Fig. 1: run 1, the clock network
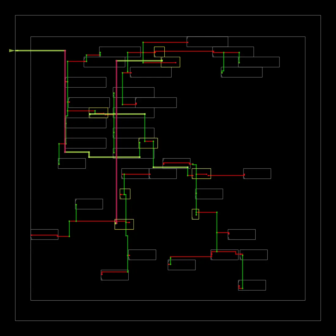
Fig. 2: run 1, signal wires by layer
Drawn at 3 px/um.
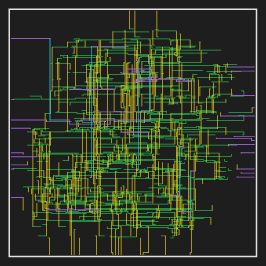
Fig. 3: run 1, logic cells by family
Drawn at 3 px/um.
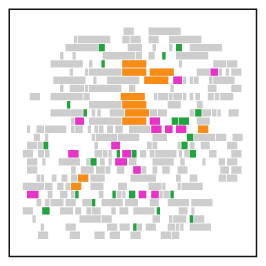
### config.mk
export PLATFORM = sky130hd
export DESIGN_NAME = change_dispenser
export DESIGN_NICKNAME = d
export VERILOG_FILES = /design/src/rtl/change_dispenser.sv
export SDC_FILE = /design/constraint.sdc
export NUM_CORES = 1
export LEC_CHECK = 0
export CORE_MARGIN = 4
export CORE_UTILIZATION = 40
export DETAILED_ROUTE_END_ITERATION = 10
export GPL_TIMING_DRIVEN = 0
export HOLD_SLACK_MARGIN = 0.06
export PLACE_DENSITY_LB_ADDON = 0.12
export RECOVER_POWER = 25
export SLEW_MARGIN = 20
export SYNTH_ARGS = -nofsm -noshare
export SYNTH_HDL_FRONTEND = slang
export SYNTH_SLANG_ARGS = --single-unit
### constraint.sdc
create_clock -name clk -period 6 [get_ports clk]
set_input_delay 1.2 -clock clk [delete_from_list [all_inputs] [get_ports clk]]
set_output_delay 1.2 -clock clk [all_outputs]
set_load 0.05 [all_outputs]
### src/rtl/change_dispenser.sv
// rtl/change_dispenser.sv - greedy change dispenser driving a coin hopper over req/ack
module change_dispenser #(
    parameter int W       = 8,
    parameter int INIT_50 = 4,
    parameter int INIT_10 = 8,
    parameter int INIT_5  = 8,
    parameter int INIT_1  = 8
) (
    input  logic         clk,
    input  logic         reset,
    input  logic         start,
    input  logic [W-1:0] change,
    input  logic         refill,
    input  logic [1:0]   refill_sel,
    input  logic [3:0]   refill_cnt,
    output logic         coin_req,
    output logic [1:0]   coin_sel,
    input  logic         coin_ack,
    output logic         busy,
    output logic         done,
    output logic         fail,
    output logic [W-1:0] remaining,
    output logic [3:0]   empty
);

    typedef enum logic [2:0] {IDLE, SELECT, DISPENSE, DONE, FAIL} state_t;

    state_t     state;
    state_t     state_nx;
    logic [3:0] stock [4];
    logic [1:0] pick;
    logic       pick_ok;
    logic [4:0] refill_sum;
    logic [3:0] refill_sat;

    function automatic logic [W-1:0] coin_value(input logic [1:0] d);
        case (d)
            2'd0:    return W'(50);
            2'd1:    return W'(10);
            2'd2:    return W'(5);
            default: return W'(1);
        endcase
    endfunction

    // Scan smallest to largest so the largest affordable, stocked coin wins.
    always_comb begin
        pick_ok = 1'b0;
        pick    = 2'd0;
        for (int i = 3; i >= 0; i--) begin
            if (coin_value(2'(i)) <= remaining && stock[i] != 4'd0) begin
                pick_ok = 1'b1;
                pick    = 2'(i);
            end
        end
    end

    assign refill_sum = {1'b0, stock[refill_sel]} + {1'b0, refill_cnt};
    assign refill_sat = refill_sum[4] ? 4'hF : refill_sum[3:0];

    always_ff @(posedge clk) begin
        if (reset) begin
            state <= IDLE;
        end else begin
            state <= state_nx;
        end
    end

    always_comb begin
        state_nx = state;
        case (state)
            IDLE:     if (start) state_nx = SELECT;
            SELECT: begin
                if (remaining == '0) state_nx = DONE;
                else if (pick_ok)    state_nx = DISPENSE;
                else                 state_nx = FAIL;
            end
            DISPENSE: if (coin_ack) state_nx = SELECT;
            DONE:     state_nx = IDLE;
            FAIL:     state_nx = IDLE;
            default:  state_nx = IDLE;
        endcase
    end

    always_comb begin
        coin_req = (state == DISPENSE);
        busy     = (state != IDLE);
        done     = (state == DONE);
        fail     = (state == FAIL);
    end

    always_ff @(posedge clk) begin
        if (reset) begin
            coin_sel  <= 2'd0;
            remaining <= '0;
            stock[0]  <= 4'(INIT_50);
            stock[1]  <= 4'(INIT_10);
            stock[2]  <= 4'(INIT_5);
            stock[3]  <= 4'(INIT_1);
        end else begin
            case (state)
                IDLE: begin
                    if (start)  remaining <= change;
                    if (refill) stock[refill_sel] <= refill_sat;
                end
                SELECT: begin
                    if (remaining != '0 && pick_ok) coin_sel <= pick;
                end
                DISPENSE: begin
                    if (coin_ack) begin
                        remaining       <= remaining - coin_value(coin_sel);
                        stock[coin_sel] <= stock[coin_sel] - 4'd1;
                    end
                end
                default: ;
            endcase
        end
    end

    always_comb begin
        for (int i = 0; i < 4; i++) empty[i] = (stock[i] == 4'd0);
    end

endmodule

==> job_summary.md, run 1 <==
## Implementation flow summary

| Metric | Value |
|---|---|
| Power per cell area | `about 250 mW/mm2` |
| Mapped Cells | `226` |
| Final Critical Period | `~3700 ps` |
| Data arrival time at the worst-slack endpoint | `~3700 ps` |
| Antenna fix cells | `0` |
| Post-CTS Setup Inserts | `0` |
| Top-Level Pins | `37` |
| Worst-path clk slew | `~70 ps` |
| Root buffer selected by CTS | `clkbuf_8` |
| Antenna viol nets, final | `0` |
| Die height | `81.90 um` |
| Via count of the first global-routing pass | `between 1500 and 2000` |
| Clock skew after layout | `6.698 ps` |
| Largest type area fraction | `0.2199` |
| Share of cells above drive strength 1 | `0.1086` |
| Syn avg cell area | `9.666 um2` |
| Final Hold Vio Count | `0` |
| Crit path cell chain | `clkbuf_1 -> mux4_2 -> ha_1 -> inv_1 -> fa_1 -> nor2b_1 -> o21ai_0 -> nand2b_1 -> nor3_1 -> o21bai_1 -> nand2_1` |
| P_leak | `roughly 1 nW` |
| Clock Path Buffers | `2` |
| Reg-to-reg startpoint | `stock[1][0]$_SDFFCE_PN0P_` |
| Overall Global Routing Usage | `0.1801` |
| Class of the tightest hold or removal check | `reg -> reg` |
| Cell with the most instances after synthesis | `nor2_1` |
| Worst vdd ir | `roughly 0.14 mV` |
| Relative slew slack | `0.1929` |
| Endpoint of the most critical register-to-register path | `stock[1][3]$_SDFFCE_PN1P_` |
| Most frequent logic cell in the layout | `nor2_1` |
| Placer's final routability congestion estimate | `0.8655` |
| Leading cell types by count after synthesis | `nor2_1, a21oi_1, edfxtp_1` |
| Proportion of power drawn by the clock network | `0.247` |
| Global route total overflow | `0` |
| Iteration-0 DRC Markers | `around 96` |
| CP max stage delay | `between 500 and 600 ps` |
| Number of iterations in the first detailed-routing pass | `4` |
| Number of max-cap violations | `0` |
| Sw Share | `0.3659` |
| Total Negative Setup Slacks | `0 ps` |
| Global-route wire length before repair | `between 8000 and 9000 um` |
| Result of the run | `completed` |
| Net switching component of the power | `248.7 uW` |
| Start point of the worst min-delay path | `remaining[3]$_SDFFE_PP0P_` |
| Most used flip-flop cell after synthesis | `edfxtp_1` |
| Layout Nets | `298` |
| Registers, synthesis | `31` |
| Critical path start-end classification | `in -> reg` |
| Setup-violating endpoint count in the final report | `0` |
| Antenna violations before repair | `0` |
| R2r setup slk | `between 3000 and 4000 ps` |
| Area of the mapped netlist | `around 0.0022 mm2` |
| Pin count of the biggest net entering global routing | `12` |
| Portion of the clock cycle consumed by the worst path in the final layout | `0.6118` |
| DRC Markers | `0` |
| Transition time at the pin with the least slew margin | `between 1000 and 1500 ps` |
| Setup crit start | `refill_sel[1]` |
| Number of cells on the worst reg-to-reg path | `10` |
| Number of H-tree branching levels | `2` |
| Post_cts resized | `0` |
| Post-synth area from yosys stat | `~0.0022 mm2` |
| Number of cell instances after yosys synthesis | `~230` |
| Cts bufs inserted | `5` |
| Utilization after layout | `0.5132` |
| Number of hold-repair buffers added at the cts stage | `0` |
| Total number of vias | `approximately 1900` |
| Final HPWL DP | `between 4000 and 5000 um` |
| Horiz. Die Dim | `81.90 um` |
| Quantity of I/O buffers inserted on ports | `33` |
| Routed wire per std cell | `about 16 um` |
| Biggest area contributors in the synthesized netlist | `edfxtp_1, dfxtp_1, mux4_2, ha_1, nor2_1` |
| Required time of the critical path | `6030 ps` |
| Fraction of the yosys area taken by sequential cells | `0.3574` |
| Proportion of power drawn by combinational gates | `0.363` |
| OpenROAD warnings | `26` |
| Cell type of the slowest stage on the worst timing path | `mux4_2` |
| Final routed wirelength across all metal layers | `5523 um` |
| Core Util at FP | `0.4197` |
| Area of the die | `0.006708 mm2` |
| End point of the critical path | `stock[1][3]$_SDFFCE_PN1P_` |
| Final Slew Violations | `0` |
| Post-DR vias/cell | `between 5 and 6` |
| Part of the total power dissipated in sequential elements | `0.390` |
| Largest driver fanout on the critical path | `8` |
| Core area | `~0.0052 mm2` |
| Category of the worst setup path capture point | `flop` |
| Total clock sinks | `31` |
| Ys async rst share | `0` |
| Total internal power | `~430 uW` |
| Achievable frequency | `around 270 MHz` |
| Most used cells in the layout excluding fill and tap cells | `nor2_1, clkdlybuf4s50_1, a21oi_1, edfxtp_1, dfxtp_1` |
| Clk latency late pin | `between 200 and 300 ps` |
| Element type at the critical path start | `primary input` |
| RSZ-0062 raised after global routing | `no` |
| CTS tree | `done` |
| Library cell with the largest summed area after synthesis | `edfxtp_1` |
| Relative area change from synthesis to final layout | `22.28%` |
| Site row count | `26` |
| Number of distinct library cells after synthesis | `around 51` |
| Number of enable-type register cells in the synthesized netlist | `16` |
| Net count entering floorplan | `about 260` |
| Yosys warning total | `0` |
About Fig. 1:
count of sequential standard cells: 31
Clk. pwr: 168 uW

About Fig. 2:
legend:
  green:
    layer: met1
    wire_length: 2770 um
  cyan:
    layer: met4
    wire_length: 157 um
  purple:
    layer: met3
    wire_length: 311 um
  yellow:
    layer: met2
    wire_length: 2290 um

About Fig. 3:
legend:
  magenta:
    family: AND-OR and OR-AND gates
    cells: 15
  orange:
    family: multiplexers
    cells: 11
  green:
    family: NAND gates
    cells: 25

run 1: per-layer routing:
layer  share of wire  global-route usage  vias to the layer above  routed length, um
li1                -                   -                      922                  -
met1            0.50              0.2507                      871               2769
met2            0.41              0.2609                       58               2285
met3           0.056             0.04496                       13                311
met4           0.028             0.08306                        0                157
met5               0                   0                        -                  0
run 1: worst min-delay path by stage:
| stage | slack, ps | cells after the start | endpoint |
|---|---|---|---|
| floorplan | 700 | 3 | state[1]$_SDFFE_PP0P_ |
| global placement | 520 | 2 | remaining[3]$_SDFFE_PP0P_ |
| detailed placement | 520 | 2 | remaining[3]$_SDFFE_PP0P_ |
| CTS | 540 | 2 | remaining[3]$_SDFFE_PP0P_ |
| global route | 570 | 2 | remaining[3]$_SDFFE_PP0P_ |
| finish | 540 | 2 | remaining[3]$_SDFFE_PP0P_ |
run 1: sequential cells by signal (all words and copies together), names as in the netlist, named ones only:
signal and cells:
coin_sel 2, remaining 8, state 3, stock 16
run 1: metrics by stage:
stage / hold slack (ps) / setup slack [ps] / power [mW] / area, um2 / instances
3_3_place_gp: 518.1 / 1975 / 0.5148 / 2603 / 329
4_1_cts: 539.5 / 2290 / 0.6847 / 2691 / 337
5_1_grt: 570.2 / 2030 / 0.7217 / 2671 / 337
6_report: 543.4 / 2330 / 0.6798 / 2671 / 337
3_5_place_dp: 524.7 / 1987 / 0.5167 / 2603 / 329
2_1_floorplan: 697.6 / 2496 / 0.4499 / 2185 / 226
run 1: worst max-delay path: cells and delay by family:
| family | cells | cell delay [ps] |
|---|---|---|
| AND-OR/OR-AND | 2 | 490 |
| multiplexers | 1 | 570 |
| buffers and inverters | 2 | 460 |
| AND/OR/NAND/NOR | 4 | 580 |
| adder cells (fa/ha/maj) | 2 | 390 |
run 1: power groups by stage:
stage	sequential [mW]	combinational (mW)	clock, mW
after floorplan	0.289	0.161	0
after global placement	0.270	0.245	0
after detailed placement	0.270	0.247	0
after CTS	0.266	0.248	0.171
after global routing	0.269	0.272	0.181
final	0.265	0.246	0.168
run 1: logic make-up (layout without fill, tap and decap cells):
group	after synthesis	count (layout)	synth area share
flip-flops	31	31	0.3574
AND/OR/NAND/NOR	89	89	0.2337
adder cells (fa/ha/maj)	13	13	0.08133
XOR/XNOR	7	7	0.02806
AND-OR/OR-AND	52	52	0.1621
buffers and inverters	23	64	0.04124
multiplexers	11	11	0.09622
run 1: cell type report:
class | count | area, um2
flip-flops and latches | 31 | 780.7
clock inverters | 3 | 20.02
plain buffers | 9 | 37.54
inverters | 14 | 52.55
well taps | 70 | 87.58
multi-input cells | 172 | 1294
repair buffers | 33 | 330.3
clock buffers | 5 | 68.82
fillers | 529 | 2534
## Run 2: what changed since run 1
- clock period: 6 -> 3 ns (I/O delays scaled with it)
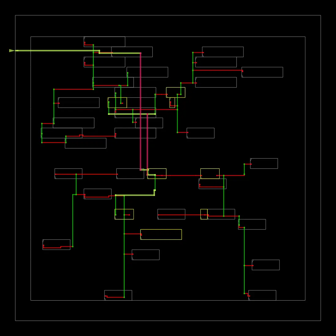
Fig. 4. The clock network (run 2).
clk latency late pin: 280 ps
total clock sinks: 31

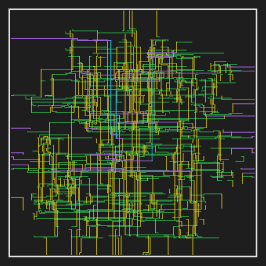
Fig. 5. Signal wires by layer (run 2).
Drawn at 3 px/um.
legend:
  yellow:
    layer: met2
    wire_length: 2300 um
  purple:
    layer: met3
    wire_length: 427 um
  green:
    layer: met1
    wire_length: 2740 um
  cyan:
    layer: met4
    wire_length: 101 um

==> job_summary.md, run 2 <==
## Implementation flow summary

| Metric | Value |
|---|---|
| Number of max-cap violations | `0` |
| Biggest area contributors in the synthesized netlist | `edfxtp_1, dfxtp_1, mux4_2, ha_1, nor2_1` |
| Utilization after layout | `0.5240` |
| R2r setup slk | `between 300 and 400 ps` |
| Routed wire per std cell | `16.53 um` |
| Library cell with the largest summed area after synthesis | `edfxtp_1` |
| Yosys warning total | `0` |
| Placer's final routability congestion estimate | `just under 0.9` |
| End point of the critical path | `empty[0]` |
| Setup crit start | `stock[0][1]$_SDFFCE_PN0P_` |
| Die height | `81.90 um` |
| Root buffer selected by CTS | `clkbuf_8` |
| Total number of vias | `around 1800` |
| Area of the mapped netlist | `0.002185 mm2` |
| Number of distinct library cells after synthesis | `just over 50` |
| Post-synth area from yosys stat | `0.002185 mm2` |
| Largest registers ranked by flip-flop count | `stock x16, remaining x8, state x3` |
| Antenna viol nets, final | `0` |
| Clock Path Buffers | `2` |
| Net count entering floorplan | `258` |
| Post-route cell area | `~0.0027 mm2` |
| Result of the run | `completed` |
| Final routed wirelength across all metal layers | `between 5000 and 6000 um` |
| Top-Level Pins | `37` |
| Main combinational cell family by area after synthesis | `simple AND/OR/NAND/NOR gates` |
| Transition time at the pin with the least slew margin | `roughly 1100 ps` |
| Antenna fix cells | `0` |
| Power per cell area | `527.8 mW/mm2` |
| Relative area change from synthesis to final layout | `24.86%` |
| Final Critical Period | `approximately 2800 ps` |
| Worst-path clk slew | `70 ps` |
| Xor/xnor cell area share of the yosys netlist | `0.02806` |
| Portion of the clock cycle consumed by the worst path in the final layout | `0.9483` |
| Total Power | `1.440 mW` |
| Number of iterations in the first detailed-routing pass | `4` |
| Quantity of I/O buffers inserted on ports | `33` |
| CTS tree | `done` |
| Final HPWL DP | `4183 um` |
| Post_cts resized | `1` |
| Core Util at FP | `0.4197` |
| Final-layout worst hold slack | `532.5 ps` |
| Registers, synthesis | `31` |
| Cts bufs inserted | `5` |
| P_leak | `between 1 and 1.5 nW` |
| Syn avg cell area | `between 9 and 10 um2` |
| Clock skew after layout | `roughly 4.2 ps` |
| Site row count | `26` |
| Final Slew Violations | `0` |
| RSZ-0062 raised after global routing | `no` |
| Antenna violations before repair | `0` |
| Number of cell instances after yosys synthesis | `roughly 230` |
| Share of cells above drive strength 1 | `0.1273` |
| Core area | `0.005205 mm2` |
| Number of H-tree branching levels | `2` |
| Reg-to-reg startpoint | `stock[3][0]$_DFFE_PP_` |
| Fraction of the mapped netlist area in adder cells | `0.08133` |
| Number of standard cells in the final layout excluding fillers | `approximately 340` |
| Data arrival time at the worst-slack endpoint | `about 2200 ps` |
| Multiplexer fraction of the synthesized cell area | `0.09622` |
| Horiz. Die Dim | `between 80 and 90 um` |
| Simple Share, Synth | `0.2337` |
| OpenROAD warnings | `26` |
| Ys async rst share | `0` |
| Most used flip-flop cell after synthesis | `edfxtp_1` |
| Fraction of the yosys area taken by sequential cells | `0.3574` |
| Endpoint of the most critical register-to-register path | `stock[1][2]$_SDFFCE_PN0P_` |
| Complex-gate fraction of the synthesized area | `0.1621` |
| Largest driver fanout on the critical path | `3` |
| Achievable frequency | `351.5 MHz` |
| Number of enable-type register cells in the synthesized netlist | `16` |
| Category of the worst setup path capture point | `output port` |
| Number of cells on the worst reg-to-reg path | `10` |
| Post-Place Cell Area | `0.002621 mm2` |
| Most frequent logic cell in the layout | `nor2_1` |
| Final Hold Vio Count | `0` |
| Count of placed standard cells including taps | `between 300 and 400` |
| Worst vdd ir | `about 0.22 mV` |
| Layout Nets | `298` |
| Mapped Cells | `approximately 230` |
| Total Negative Setup Slacks | `0 ps` |
| Global-route wire length before repair | `roughly 9000 um` |
| Global route total overflow | `0` |
| Required time of the critical path | `2400 ps` |
| Leading cell types by count after synthesis | `nor2_1, a21oi_1, edfxtp_1` |
| Pin count of the biggest net entering global routing | `11` |
| Cell with the most instances after synthesis | `nor2_1` |
| Most used cells in the layout excluding fill and tap cells | `nor2_1, clkdlybuf4s50_1, a21oi_1, edfxtp_1, dfxtp_1` |
| Largest type area fraction | `0.2199` |
| Iteration-0 DRC Markers | `about 160` |
| Post-DR vias/cell | `between 5 and 6` |
| Top reg by flops | `stock` |
| Post-route setup slack | `155.0 ps` |
| Setup-violating endpoint count in the final report | `0` |
| Element type at the critical path start | `flop` |
| Class of the tightest hold or removal check | `reg -> reg` |
| Relative slew slack | `0.2368` |
| Area of the die | `between 0.006 and 0.007 mm2` |
| DP Worst Slack | `-389.0 ps` |
| Overall Global Routing Usage | `0.1833` |
| DRC Markers | `0` |
| Largest register FFs | `16` |
| Via count of the first global-routing pass | `~1700` |
| Post-CTS Setup Inserts | `0` |
| Critical path start-end classification | `reg -> out` |
| Number of hold-repair buffers added at the cts stage | `0` |
[run 2: cell counts after synthesis]
No cell type changed its count.
[run 2: kinds of logic after synthesis]
kind of cell / Yosys count
buffers and inverters: 23
muxes: 11
adders and majority gates: 13
DFF: 31
xor gates and xnor gates: 7
AOI/OAI and AO/OA: 52
and+or+nand+nor: 89
[run 2: worst min path at each step]
stage                                         start                   endpoint  cells past startpoint
after floorplan               state[2]$_SDFFE_PP0P_      state[1]$_SDFFE_PP0P_                      3
after global placement    remaining[3]$_SDFFE_PP0P_  remaining[3]$_SDFFE_PP0P_                      2
after detailed placement  remaining[3]$_SDFFE_PP0P_  remaining[3]$_SDFFE_PP0P_                      2
after CTS                 remaining[3]$_SDFFE_PP0P_  remaining[3]$_SDFFE_PP0P_                      2
after global routing      remaining[3]$_SDFFE_PP0P_  remaining[3]$_SDFFE_PP0P_                      2
final                     remaining[3]$_SDFFE_PP0P_  remaining[3]$_SDFFE_PP0P_                      2
[run 2: cell type report]
| class | instances | area (um2) |
|---|---|---|
| clock buffer | 5 | 68.82 |
| tap | 70 | 87.58 |
| inverter | 14 | 52.55 |
| multi-input combinational | 172 | 1330 |
| sequential | 31 | 780.7 |
| timing repair buffer | 33 | 330.3 |
| clock inverter | 3 | 38.79 |
| buffer | 9 | 38.79 |
| fill | 477 | 2477 |
[run 2: critical path, cell delays in order (launching register included)]
cell and delay (ps):
edfxtp_1 440, nor4_1 600, clkdlybuf4s50_1 920
[run 2: per-layer routing]
layer	GRT usage	part of all wire	up-vias
met5	0	0	-
met4	0.05316	0.018	0
met3	0.05702	0.077	8
met2	0.2585	0.41	69
met1	0.2673	0.49	852
li1	-	-	917
[run 2: where the power goes]
group	internal (mW)	total, mW	switching (mW)
registers	0.483	0.533	0.0509
clock network	0.243	0.410	0.167
logic	0.220	0.496	0.276
## Run 3: what changed since run 2
--- a/config.mk
+++ b/config.mk
@@ -9,5 +9,5 @@
 export CORE_UTILIZATION = 40
+export CTS_CLUSTER_DIAMETER = 40
 export DETAILED_ROUTE_END_ITERATION = 10
 export GPL_TIMING_DRIVEN = 0
-export HOLD_SLACK_MARGIN = 0.06
 export PLACE_DENSITY_LB_ADDON = 0.12
--- a/constraint.sdc
+++ b/constraint.sdc
@@ -3,2 +3,2 @@
 set_output_delay 0.6 -clock clk [all_outputs]
-set_load 0.05 [all_outputs]
+set_load 0.02 [all_outputs]
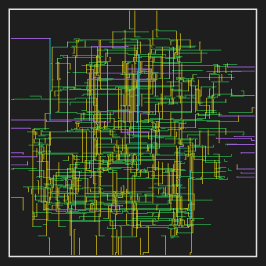
Fig. 6. Signal wires by layer (run 3).
Drawn at 3 px/um.
Routed wire per std cell: 16.34 um
final routed wirelength across all metal layers: 5508 um
Overall Global Routing Usage: 0.1801
total number of vias: 1863

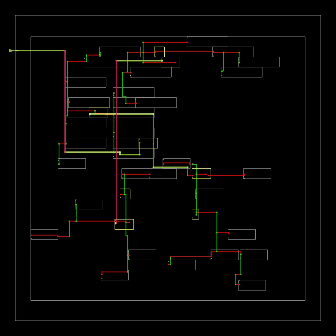
Fig. 7. The clock network (run 3).
clkbuf count: 5
clock skew after layout: 7.130 ps
cts bufs inserted: 5
clk latency late pin: 290 ps

==> job_summary.md, run 3 <==
## Implementation flow summary

| Metric | Value |
|---|---|
| Result of the run | `completed` |
| Endpoint of the most critical register-to-register path | `stock[1][2]$_SDFFCE_PN0P_` |
| Number of stages on the worst setup path | `4` |
| Area of the mapped netlist | `around 0.0022 mm2` |
| Antenna fix cells | `0` |
| OpenROAD warnings | `26` |
| Setup crit start | `state[1]$_SDFFE_PP0P_` |
| Horiz. Die Dim | `just over 80 um` |
| Yosys warning total | `0` |
| DRC Markers | `0` |
| Number of cell instances after yosys synthesis | `between 200 and 250` |
| Total Negative Setup Slacks | `0 ps` |
| Portion of the clock cycle consumed by the worst path in the final layout | `0.9415` |
| Site row count | `26` |
| Number of distinct library cells after synthesis | `between 50 and 60` |
| Post-Place Cell Area | `approximately 0.0026 mm2` |
| Mapped Cells | `approximately 230` |
| Most used cells in the layout excluding fill and tap cells | `nor2_1, clkdlybuf4s50_1, a21oi_1, edfxtp_1, dfxtp_1` |
| Cell family contributing the most delay on the critical path | `buffers and inverters` |
| Number of max-cap violations | `0` |
| Layout Nets | `about 300` |
| Worst vdd ir | `about 0.27 mV` |
| Number of standard cells in the final layout excluding fillers | `337` |
| Count of placed standard cells including taps | `329` |
| End point of the critical path | `coin_req` |
| Top reg by flops | `stock` |
| Root buffer selected by CTS | `clkbuf_8` |
| Global route total overflow | `0` |
| Share of cells above drive strength 1 | `0.1161` |
| CP max stage delay | `680 ps` |
| Top-Level Pins | `37` |
| Quantity of I/O buffers inserted on ports | `33` |
| Number of iterations in the first detailed-routing pass | `4` |
| Fill cell count | `between 500 and 600` |
| Transition time at the pin with the least slew margin | `roughly 1200 ps` |
| Class of the tightest hold or removal check | `reg -> reg` |
| Iteration-0 DRC Markers | `approximately 100` |
| Simple Share, Synth | `0.2337` |
| Setup-violating endpoint count in the final report | `0` |
| CTS tree | `done` |
| Total clock sinks | `31` |
| Relative area change from synthesis to final layout | `23.31%` |
| Final Hold Vio Count | `0` |
| Most used flip-flop cell after synthesis | `edfxtp_1` |
| Xor/xnor cell area share of the yosys netlist | `0.02806` |
| Crit path cell chain | `buf_4 -> nand2_1 -> inv_1 -> clkdlybuf4s50_1` |
| Element type at the critical path start | `flop` |
| Antenna viol nets, final | `0` |
| Category of the worst setup path capture point | `output port` |
| Largest register FFs | `16` |
| Core Util at FP | `0.4197` |
| Via count of the first global-routing pass | `1767` |
| R2r setup slk | `between 300 and 400 ps` |
| Final HPWL DP | `about 4200 um` |
| Most frequent logic cell in the layout | `nor2_1` |
| Final Critical Period | `2824 ps` |
| Biggest area contributors in the synthesized netlist | `edfxtp_1, dfxtp_1, mux4_2, ha_1, nor2_1` |
| Cell type of the slowest stage on the worst timing path | `clkdlybuf4s50_1` |
| Number of hold-repair buffers added at the cts stage | `0` |
| Main combinational cell family by area after synthesis | `simple AND/OR/NAND/NOR gates` |
| Post-synth area from yosys stat | `about 0.0022 mm2` |
| Post-route cell area | `between 0.002 and 0.003 mm2` |
| Global-route wire length before repair | `~8900 um` |
| Placer's final routability congestion estimate | `between 0.8 and 0.9` |
| P_leak | `1.013 nW` |
| Antenna violations before repair | `0` |
| Number of H-tree branching levels | `2` |
| Number of enable-type register cells in the synthesized netlist | `16` |
| Worst-path clk slew | `approximately 70 ps` |
| Core area | `0.005205 mm2` |
| Fraction of the yosys area taken by sequential cells | `0.3574` |
| Cell with the most instances after synthesis | `nor2_1` |
| Number of cells on the worst reg-to-reg path | `10` |
| Relative slew slack | `0.1927` |
| Critical path start-end classification | `reg -> out` |
| Largest driver fanout on the critical path | `10` |
| Die height | `around 82 um` |
| Fraction of the mapped netlist area in adder cells | `0.08133` |
| Post-DR vias/cell | `5.528` |
| Sequential cell area in the final layout | `780.7 um2` |
| Complex-gate fraction of the synthesized area | `0.1621` |
| Data arrival time at the worst-slack endpoint | `roughly 2200 ps` |
| Achievable frequency | `354.1 MHz` |
| Area of the die | `0.006708 mm2` |
| Registers, synthesis | `31` |
| Net count entering floorplan | `258` |
| Power per cell area | `roughly 490 mW/mm2` |
| Leading cell types by count after synthesis | `nor2_1, a21oi_1, edfxtp_1` |
## run 3: cell count changes in the layout (fill, tap and decap cells not counted), sizes merged
cell,change
clkinvlp,+2
dlygate4sd3,+5
clkinv,-1
bufinv,-1
clkdlybuf4s50,-5
## run 3: cell families after synthesis
logic type                 Yosys count
AOI/OAI and AO/OA                   52
xor gates and xnor gates             7
adders and majority gates           13
buffers and inverters               23
DFF                                 31
muxes                               11
and+or+nand+nor                     89
## run 3: layout make-up
type                    instances  area share
clock buffers                   5     0.02555
well taps                      70     0.03251
clock inverters                 3    0.007432
repair buffers                 33      0.1226
inverters                      14     0.01951
plain buffers                   9     0.01440
multi-input cells             172      0.4882
flip-flops and latches         31      0.2898
## run 3: power by group
part           switching, mW  internal, mW
logic                  0.232         0.218
registers             0.0483         0.482
clock network          0.175         0.161
## run 3: layer usage
layer / part of all wire / routed length [um] / global-route usage
met1: 0.50 / 2732 / 0.2507
met2: 0.41 / 2268 / 0.2609
met3: 0.063 / 347 / 0.04496
met4: 0.029 / 159 / 0.08306
met5: 0 / 0 / 0
## run 3: stage by stage
step           hold slack [ps]  power (mW)  setup WS, ps  utilization
2_1_floorplan            574.6      0.8572         96.08            -
3_3_place_gp             518.1      0.9872        -425.1       0.5000
3_5_place_dp             524.7      0.9912        -412.8       0.5000
4_1_cts                  539.5       1.327         98.07       0.5173
5_1_grt                  567.4       1.403        -14.54       0.5175
6_report                 532.1       1.317         175.6       0.5175
## run 3: worst min path at each step
| stage | from | end | slack, ps | depth (start not counted) |
|---|---|---|---|---|
| 2_1_floorplan | remaining[3]$_SDFFE_PP0P_ | remaining[3]$_SDFFE_PP0P_ | 570 | 2 |
| 3_3_place_gp | remaining[3]$_SDFFE_PP0P_ | remaining[3]$_SDFFE_PP0P_ | 520 | 2 |
| 3_5_place_dp | remaining[3]$_SDFFE_PP0P_ | remaining[3]$_SDFFE_PP0P_ | 520 | 2 |
| 4_1_cts | remaining[3]$_SDFFE_PP0P_ | remaining[3]$_SDFFE_PP0P_ | 540 | 2 |
| 5_1_grt | remaining[3]$_SDFFE_PP0P_ | remaining[3]$_SDFFE_PP0P_ | 570 | 2 |
| 6_report | remaining[3]$_SDFFE_PP0P_ | remaining[3]$_SDFFE_PP0P_ | 530 | 2 |
## run 3: worst min-delay path, stage by stage, from the launching register on
cell	delay, ps
dfxtp_1	350
nand2_1	70
a21oi_1	60
## run 3: repair_timing
action | in CTS | in global routing
hold endpoints to repair | 0 | 0
pin swaps | 0 | 0
resized | 1 | 2
buffers inserted | 0 | 0
setup endpoints to repair | 4 | 4
Power and IR drop assume default switching activity.
